<file path="config.mk">
export PLATFORM = sky130hd
export DESIGN_NAME = hazard_sequencer_flat
export DESIGN_NICKNAME = d
export VERILOG_FILES = /design/src/rtl/hazard_sequencer_if.sv /design/src/rtl/hazard_sequencer.sv /design/src/flat_wrapper.sv
export SDC_FILE = /design/constraint.sdc
export NUM_CORES = 1
export LEC_CHECK = 0
export CORE_UTILIZATION = 32
export CTS_CLUSTER_DIAMETER = 30
export DETAILED_ROUTE_END_ITERATION = 6
export HOLD_SLACK_MARGIN = 0.08
export PLACE_DENSITY = 0.8
export SYNTH_ARGS = -nofsm -noshare
export SYNTH_HDL_FRONTEND = slang
export SYNTH_SLANG_ARGS = --single-unit
export TNS_END_PERCENT = 30
</file>
<file path="constraint.sdc">
create_clock -name clk -period 2.4 [get_ports clk]
set_input_delay 0.48 -clock clk [delete_from_list [all_inputs] [get_ports clk]]
set_output_delay 0.48 -clock clk [all_outputs]
set_load 0.05 [all_outputs]
</file>
<file path="src/rtl/hazard_sequencer_if.sv">
// Pipeline-side bundle for hazard_sequencer: ID/EX/MEM observation inputs,
// hold/flush/bubble controls, halt handshake and performance counters.
interface hazard_sequencer_if #(
  parameter int unsigned CNT_W = 32
);
  logic             id_valid;
  logic [4:0]       id_rn;
  logic [4:0]       id_rm;
  logic             id_uses_rn;
  logic             id_uses_rm;
  logic             id_is_bcond;
  logic             br_taken;
  logic             ex_regwrite;
  logic             ex_memtoreg;
  logic             ex_flagwrite;
  logic [4:0]       ex_rd;
  logic             mem_regwrite;
  logic [4:0]       mem_rd;
  logic             halt_req;

  logic             pc_hold;
  logic             ifid_hold;
  logic             ifid_flush;
  logic             idex_bubble;
  logic             br_enable;
  logic             halt_ack;
  logic [CNT_W-1:0] stall_cnt;
  logic [CNT_W-1:0] flush_cnt;

  modport master (
    output id_valid, id_rn, id_rm, id_uses_rn, id_uses_rm, id_is_bcond,
           br_taken, ex_regwrite, ex_memtoreg, ex_flagwrite, ex_rd,
           mem_regwrite, mem_rd, halt_req,
    input  pc_hold, ifid_hold, ifid_flush, idex_bubble, br_enable,
           halt_ack, stall_cnt, flush_cnt
  );

  modport slave (
    input  id_valid, id_rn, id_rm, id_uses_rn, id_uses_rm, id_is_bcond,
           br_taken, ex_regwrite, ex_memtoreg, ex_flagwrite, ex_rd,
           mem_regwrite, mem_rd, halt_req,
    output pc_hold, ifid_hold, ifid_flush, idex_bubble, br_enable,
           halt_ack, stall_cnt, flush_cnt
  );
endinterface

</file>
<file path="src/rtl/hazard_sequencer.sv">
// Hazard/run-control sequencer for the 5-stage CPU: stalls, branch flush and halt/drain.
// Optional HAZARD_PERF_CNT_EN adds saturating stall/flush performance counters.
module hazard_sequencer #(
  parameter int unsigned DRAIN_CYCLES = 4,
  parameter int unsigned CNT_W        = 32
) (
  input  logic              clk,
  input  logic              reset,
  hazard_sequencer_if.slave bus
);

  typedef enum logic [1:0] {
    S_RUN,
    S_DRAIN,
    S_HALTED
  } state_t;

  localparam int unsigned DW = (DRAIN_CYCLES < 2) ? 1 : $clog2(DRAIN_CYCLES + 1);
  typedef logic [DW-1:0]    dcnt_t;
  typedef logic [CNT_W-1:0] cnt_t;

  state_t r_state;
  state_t w_state_nxt;
  dcnt_t  r_dcnt;
  dcnt_t  w_dcnt_nxt;
  logic   r_halt_ack;

  logic w_raw_ex;
  logic w_raw_mem;
  logic w_flag_haz;
  logic w_stall;
  logic w_pc_hold;
  logic w_ifid_hold;
  logic w_ifid_flush;
  logic w_idex_bubble;
  logic w_br_enable;

  // X31 reads as zero, so a write to it can never feed a consumer.
  assign w_raw_ex   = bus.ex_regwrite && (bus.ex_rd != 5'd31) &&
                      ((bus.id_uses_rn && (bus.id_rn == bus.ex_rd)) ||
                       (bus.id_uses_rm && (bus.id_rm == bus.ex_rd)));
  assign w_raw_mem  = bus.mem_regwrite && (bus.mem_rd != 5'd31) &&
                      ((bus.id_uses_rn && (bus.id_rn == bus.mem_rd)) ||
                       (bus.id_uses_rm && (bus.id_rm == bus.mem_rd)));
  assign w_flag_haz = bus.id_is_bcond && bus.ex_flagwrite;
  assign w_stall    = bus.id_valid && (w_raw_ex || w_raw_mem || w_flag_haz);

  always_ff @(posedge clk) begin
    if (!reset) begin
      r_state    <= S_RUN;
      r_dcnt     <= '0;
      r_halt_ack <= 1'b0;
    end else begin
      r_state    <= w_state_nxt;
      r_dcnt     <= w_dcnt_nxt;
      r_halt_ack <= (r_state == S_HALTED);
    end
  end

  always_comb begin
    w_state_nxt   = r_state;
    w_dcnt_nxt    = r_dcnt;
    w_pc_hold     = 1'b0;
    w_ifid_hold   = 1'b0;
    w_ifid_flush  = 1'b0;
    w_idex_bubble = 1'b0;
    w_br_enable   = 1'b1;

    unique case (r_state)
      S_RUN: begin
        w_ifid_flush = bus.br_taken;
        if (bus.halt_req && !w_stall && !bus.br_taken) begin
          w_state_nxt = S_DRAIN;
          w_dcnt_nxt  = dcnt_t'(DRAIN_CYCLES);
        end
      end
      S_DRAIN: begin
        // A taken branch still loads its target so the held PC is the resume point.
        w_pc_hold    = !bus.br_taken;
        w_ifid_flush = 1'b1;
        if (!bus.halt_req) begin
          w_state_nxt = S_RUN;
        end else if (!w_stall) begin
          if (r_dcnt == dcnt_t'(1)) begin
            w_state_nxt = S_HALTED;
          end else begin
            w_dcnt_nxt = r_dcnt - dcnt_t'(1);
          end
        end
      end
      S_HALTED: begin
        w_pc_hold    = 1'b1;
        w_ifid_flush = 1'b1;
        if (!bus.halt_req) begin
          w_state_nxt = S_RUN;
        end
      end
      default: begin
        w_state_nxt = S_RUN;
      end
    endcase

    // Stall overrides every state's controls, including the drain flush.
    if (w_stall) begin
      w_pc_hold     = 1'b1;
      w_ifid_hold   = 1'b1;
      w_idex_bubble = 1'b1;
      w_br_enable   = 1'b0;
      w_ifid_flush  = 1'b0;
    end

    if (!reset) begin
      w_pc_hold     = 1'b0;
      w_ifid_hold   = 1'b0;
      w_ifid_flush  = 1'b0;
      w_idex_bubble = 1'b0;
      w_br_enable   = 1'b1;
    end
  end

  assign bus.pc_hold     = w_pc_hold;
  assign bus.ifid_hold   = w_ifid_hold;
  assign bus.ifid_flush  = w_ifid_flush;
  assign bus.idex_bubble = w_idex_bubble;
  assign bus.br_enable   = w_br_enable;
  assign bus.halt_ack    = r_halt_ack && reset;

`ifdef HAZARD_PERF_CNT_EN
  cnt_t r_stall_cnt;
  cnt_t r_flush_cnt;

  always_ff @(posedge clk) begin
    if (!reset) begin
      r_stall_cnt <= '0;
      r_flush_cnt <= '0;
    end else begin
      if (w_stall && (r_stall_cnt != '1)) begin
        r_stall_cnt <= r_stall_cnt + cnt_t'(1);
      end
      if (w_ifid_flush && (r_state == S_RUN) && (r_flush_cnt != '1)) begin
        r_flush_cnt <= r_flush_cnt + cnt_t'(1);
      end
    end
  end

  assign bus.stall_cnt = r_stall_cnt;
  assign bus.flush_cnt = r_flush_cnt;
`else
  localparam cnt_t CNT_ZERO = '0;

  assign bus.stall_cnt = CNT_ZERO;
  assign bus.flush_cnt = CNT_ZERO;
`endif

endmodule
</file>
<file path="src/flat_wrapper.sv">
// flat-port wrapper written by rule: the top's interface ports become plain ports
module hazard_sequencer_flat 
#(
  parameter int unsigned DRAIN_CYCLES = 4,
  parameter int unsigned CNT_W        = 32
)
  (clk, reset, bus_id_valid, bus_id_rn, bus_id_rm, bus_id_uses_rn, bus_id_uses_rm, bus_id_is_bcond, bus_br_taken, bus_ex_regwrite, bus_ex_memtoreg, bus_ex_flagwrite, bus_ex_rd, bus_mem_regwrite, bus_mem_rd, bus_halt_req, bus_pc_hold, bus_ifid_hold, bus_ifid_flush, bus_idex_bubble, bus_br_enable, bus_halt_ack, bus_stall_cnt, bus_flush_cnt);
  hazard_sequencer_if #(.CNT_W(CNT_W)) bus_i ();
  input  logic clk;
  input  logic reset;
  input wire logic [$bits(bus_i.id_valid)-1:0] bus_id_valid;
  input wire logic [$bits(bus_i.id_rn)-1:0] bus_id_rn;
  input wire logic [$bits(bus_i.id_rm)-1:0] bus_id_rm;
  input wire logic [$bits(bus_i.id_uses_rn)-1:0] bus_id_uses_rn;
  input wire logic [$bits(bus_i.id_uses_rm)-1:0] bus_id_uses_rm;
  input wire logic [$bits(bus_i.id_is_bcond)-1:0] bus_id_is_bcond;
  input wire logic [$bits(bus_i.br_taken)-1:0] bus_br_taken;
  input wire logic [$bits(bus_i.ex_regwrite)-1:0] bus_ex_regwrite;
  input wire logic [$bits(bus_i.ex_memtoreg)-1:0] bus_ex_memtoreg;
  input wire logic [$bits(bus_i.ex_flagwrite)-1:0] bus_ex_flagwrite;
  input wire logic [$bits(bus_i.ex_rd)-1:0] bus_ex_rd;
  input wire logic [$bits(bus_i.mem_regwrite)-1:0] bus_mem_regwrite;
  input wire logic [$bits(bus_i.mem_rd)-1:0] bus_mem_rd;
  input wire logic [$bits(bus_i.halt_req)-1:0] bus_halt_req;
  output wire logic [$bits(bus_i.pc_hold)-1:0] bus_pc_hold;
  output wire logic [$bits(bus_i.ifid_hold)-1:0] bus_ifid_hold;
  output wire logic [$bits(bus_i.ifid_flush)-1:0] bus_ifid_flush;
  output wire logic [$bits(bus_i.idex_bubble)-1:0] bus_idex_bubble;
  output wire logic [$bits(bus_i.br_enable)-1:0] bus_br_enable;
  output wire logic [$bits(bus_i.halt_ack)-1:0] bus_halt_ack;
  output wire logic [$bits(bus_i.stall_cnt)-1:0] bus_stall_cnt;
  output wire logic [$bits(bus_i.flush_cnt)-1:0] bus_flush_cnt;
  assign bus_i.id_valid = bus_id_valid;
  assign bus_i.id_rn = bus_id_rn;
  assign bus_i.id_rm = bus_id_rm;
  assign bus_i.id_uses_rn = bus_id_uses_rn;
  assign bus_i.id_uses_rm = bus_id_uses_rm;
  assign bus_i.id_is_bcond = bus_id_is_bcond;
  assign bus_i.br_taken = bus_br_taken;
  assign bus_i.ex_regwrite = bus_ex_regwrite;
  assign bus_i.ex_memtoreg = bus_ex_memtoreg;
  assign bus_i.ex_flagwrite = bus_ex_flagwrite;
  assign bus_i.ex_rd = bus_ex_rd;
  assign bus_i.mem_regwrite = bus_mem_regwrite;
  assign bus_i.mem_rd = bus_mem_rd;
  assign bus_i.halt_req = bus_halt_req;
  assign bus_pc_hold = bus_i.pc_hold;
  assign bus_ifid_hold = bus_i.ifid_hold;
  assign bus_ifid_flush = bus_i.ifid_flush;
  assign bus_idex_bubble = bus_i.idex_bubble;
  assign bus_br_enable = bus_i.br_enable;
  assign bus_halt_ack = bus_i.halt_ack;
  assign bus_stall_cnt = bus_i.stall_cnt;
  assign bus_flush_cnt = bus_i.flush_cnt;
  hazard_sequencer #(.DRAIN_CYCLES(DRAIN_CYCLES), .CNT_W(CNT_W)) u_core (.clk(clk), .reset(reset), .bus(bus_i));
endmodule
</file>
==> flow_metrics.py <==
# Synthesis and PnR figures
metrics = {
    "placement": {
        "dpl-instance-area_um2": 1550,
        "gp_congestion": 0.822,
        "place_ws_ns": -0.328,
    },
    "clock_tree": {
        "clkSinkCount": 6,
        "numCtsBuffers": 3,
        "cts_tree": "built",
        "root_buffer": "clkbuf_8",
    },
    "synth": {
        "fa_ha_area_share_pct": 6.08,
        "ys_cells": 158,
        "mux_share_pct": 0,
        "synth_xor_xnor_area_share_pct": 14.2,
        "top_area_cell": "buf_4",
        "ys_top_logic_family": "buffers and inverters",
        "yosys-stat-area_um2": 1230,
        "ys_top_cells_by_area": "buf_4, xnor2_1, dfxtp_1, ha_1, nand2_1",
    },
    "final_timing": {
        "hold_viol_final": 0,
        "worst_slack_ns": 0.0570,
        "max_freq_mhz": 427,
    },
    "layout": {
        "insertedDiodeCount": 0,
        "sh_seq_area_pct": 7.37,
        "nMultiInputCombCells": 140,
        "logic_area_um2": 916,
        "final-clk-cell-share_pct": 2.53,
        "fin_area_um2": 1630,
        "area_growth_pct": 31.9,
        "area_share_nonclk_buffers_pct": 28.1,
    },
    "critical_path": {
        "cp.required_ns": 1.92,
        "cp.arrival_ns": 1.86,
        "endpoint_kind": "primary output",
    },
    "min_path": {
        "min_path_type": "reg2reg",
    },
    "drt": {
        "drc_errors": 0,
        "dr_wl_met3_um": 178,
        "highest_layer": "met4",
        "drtAntennaViolNets": 0,
    },
    "power_and_ir_drop": {
        "p_leak_nw": 0.786,
    },
    "outcome": {
        "outcome": "finished clean",
    },
    "floorplan": {
        "die_x_um": 64.1,
        "taps": 48,
    },
    "job": {
        "warnings": 32,
    },
}
## synth_stat cells
library cell	number
a21oi_1	5
a221oi_1	1
a31oi_1	4
a32oi_4	1
and2_1	2
and3_1	1
buf_2	1
buf_4	65
conb_1	1
dfxtp_1	6
ha_1	6
inv_1	9
nand2_1	10
nand2b_1	2
nand3_1	3
nand3_4	1
nand3b_1	1
nand4_1	4
nor2_1	2
nor2b_1	1
nor4_1	1
nor4bb_1	1
o2111ai_2	1
o211ai_1	1
o21ai_0	2
o221a_1	2
o22ai_1	2
o31ai_1	1
or3b_1	1
xnor2_1	20
## worst paths after layout
| kind | from | cells past startpoint | slack [ns] | end |
|---|---|---|---|---|
| max | bus_id_rn[2] | 8 | 0.06 | bus_ifid_flush |
| min | u_core.r_dcnt[1] | 2 | 0.45 | u_core.r_dcnt[1] |
| max reg2reg | u_core.r_state[1] | 7 | 0.32 | u_core.r_dcnt[1] |
| min reg2reg | u_core.r_dcnt[1] | 2 | 0.45 | u_core.r_dcnt[1] |
## cells by family (layout without fill, tap and decap cells)
| family | after synthesis | in the layout |
|---|---|---|
| flops | 6 | 6 |
| compound gates | 20 | 20 |
| fa+ha+maj | 6 | 6 |
| other cells | 1 | 64 |
| simple gates | 30 | 30 |
| xor+xnor | 20 | 20 |
| buf+inv | 75 | 64 |
## registers in the layout, summed over array words and instances, names as in the netlist
signal	flops
u_core.r_dcnt	3
u_core.r_halt_ack	1
u_core.r_state	2
## routing by layer
metal  global-route usage [%]  vias to the layer above
li1                         -                      498
met2                     24.3                       57
met5                        0                        -
met4                    0.833                        0
met3                     1.96                        2
met1                     12.5                      484
## what timing repair did
item | 4_1_cts | 5_1_grt
hold buffers | 0 | 0
resized | 30 | 47
hold endpoints to repair | 0 | 0
pin swaps | 9 | 22
buffers inserted | 1 | 3
setup endpoints to repair | 5 | 5
## where the power goes
group | switching, mW | total [mW] | internal, mW
logic | 0.323 | 0.436 | 0.113
registers | 0.00412 | 0.109 | 0.105
clock network | 0.0407 | 0.148 | 0.108
total | 0.368 | 0.693 | 0.326
## metrics by stage
stage / TNS, ns / std cells
4_1_cts: 0 / 255
3_3_place_gp: -1.16 / 251
5_1_grt: -0.0373 / 258
6_report: 0 / 258
2_1_floorplan: -0.561 / 221
3_5_place_dp: -1.41 / 251
## worst max-delay path: stages
cell and delay, ns:
clkdlybuf4s15_1 0.21, xnor2_1 0.14, nand2_1 0.09, o22ai_2 0.08, a32oi_4 0.23, nand2_2 0.12, nor4_4 0.32, buf_12 0.18
## layout by cell type, fill, tap and decap left out, types with 4 or more instances in the layout
| cell type | synthesis | routed |
|---|---|---|
| a21oi_1 | 5 | 4 |
| buf_12 | 0 | 5 |
| buf_4 | 65 | 14 |
| clkbuf_2 | 0 | 18 |
| clkdlybuf4s50_1 | 0 | 6 |
| conb_1 | 1 | 64 |
| dfxtp_1 | 6 | 6 |
| dlymetal6s2s_1 | 0 | 4 |
| ha_1 | 6 | 6 |
| inv_1 | 9 | 9 |
| nand2_1 | 10 | 7 |
| nand4_1 | 4 | 4 |
| xnor2_1 | 20 | 19 |
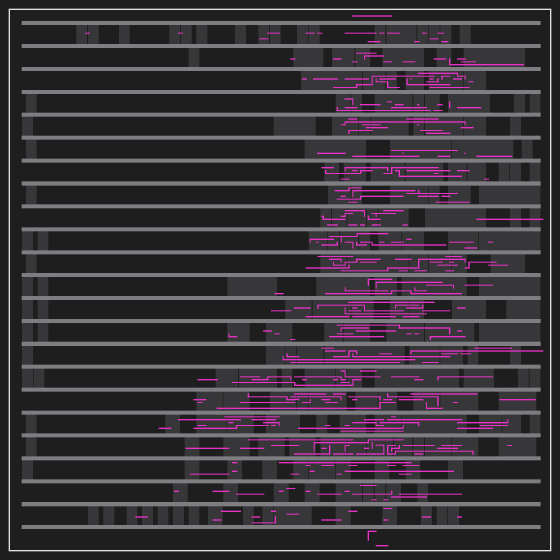
(images/m1.png)
Supply wires on this layer in grey.
The longest straight run is 19.3 um. The layer holds 36% of the routed length. 175 nets have wire on it. The layer carries 967 um of wire. The wires run mostly horizontal.
routing usage on met1: 12.5%
vias: 1041
WL final: 2660 um

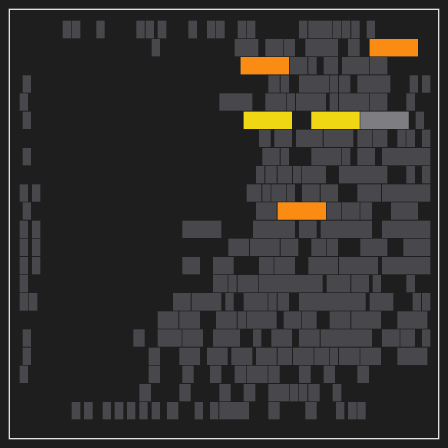
(images/ff_map.png)
Other sequential cells in the stronger grey, the rest of the logic in the fainter grey.
Key: u_core.r_dcnt = orange [flops 3]; u_core.r_state = yellow [flops 2]
register area: 120 um^2
utilization after layout: 44.2%

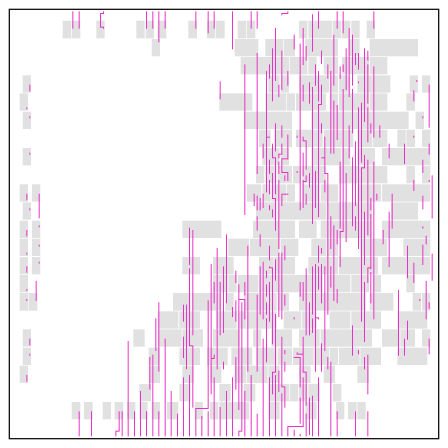
(images/m2.png)
The longest straight run is 24.8 um. 224 nets have wire on it. The layer holds 56% of the routed length. The wires run mostly vertical.
global routing usage on met2: 24.3%

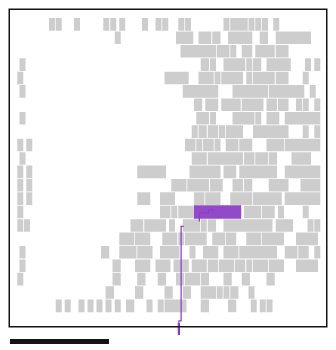
(images/port_trees.png)
Bar = 20 um.
Key: bus_ex_regwrite = purple [bits 1, direction input, end cells 1, wire 26.3 um]
I/O Pins: 102
IO buf count: 36

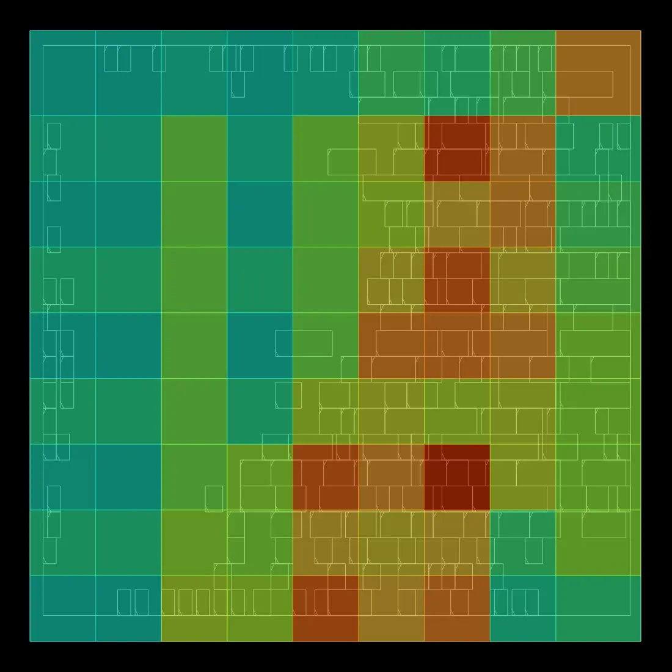
(images/congestion_map.png)
GR Layer Usage met3: 1.96%
gr busiest metal: met2
Wirelength per Cell: 10.3 um

No activity file was given, so power comes from the tool's default toggle rates.
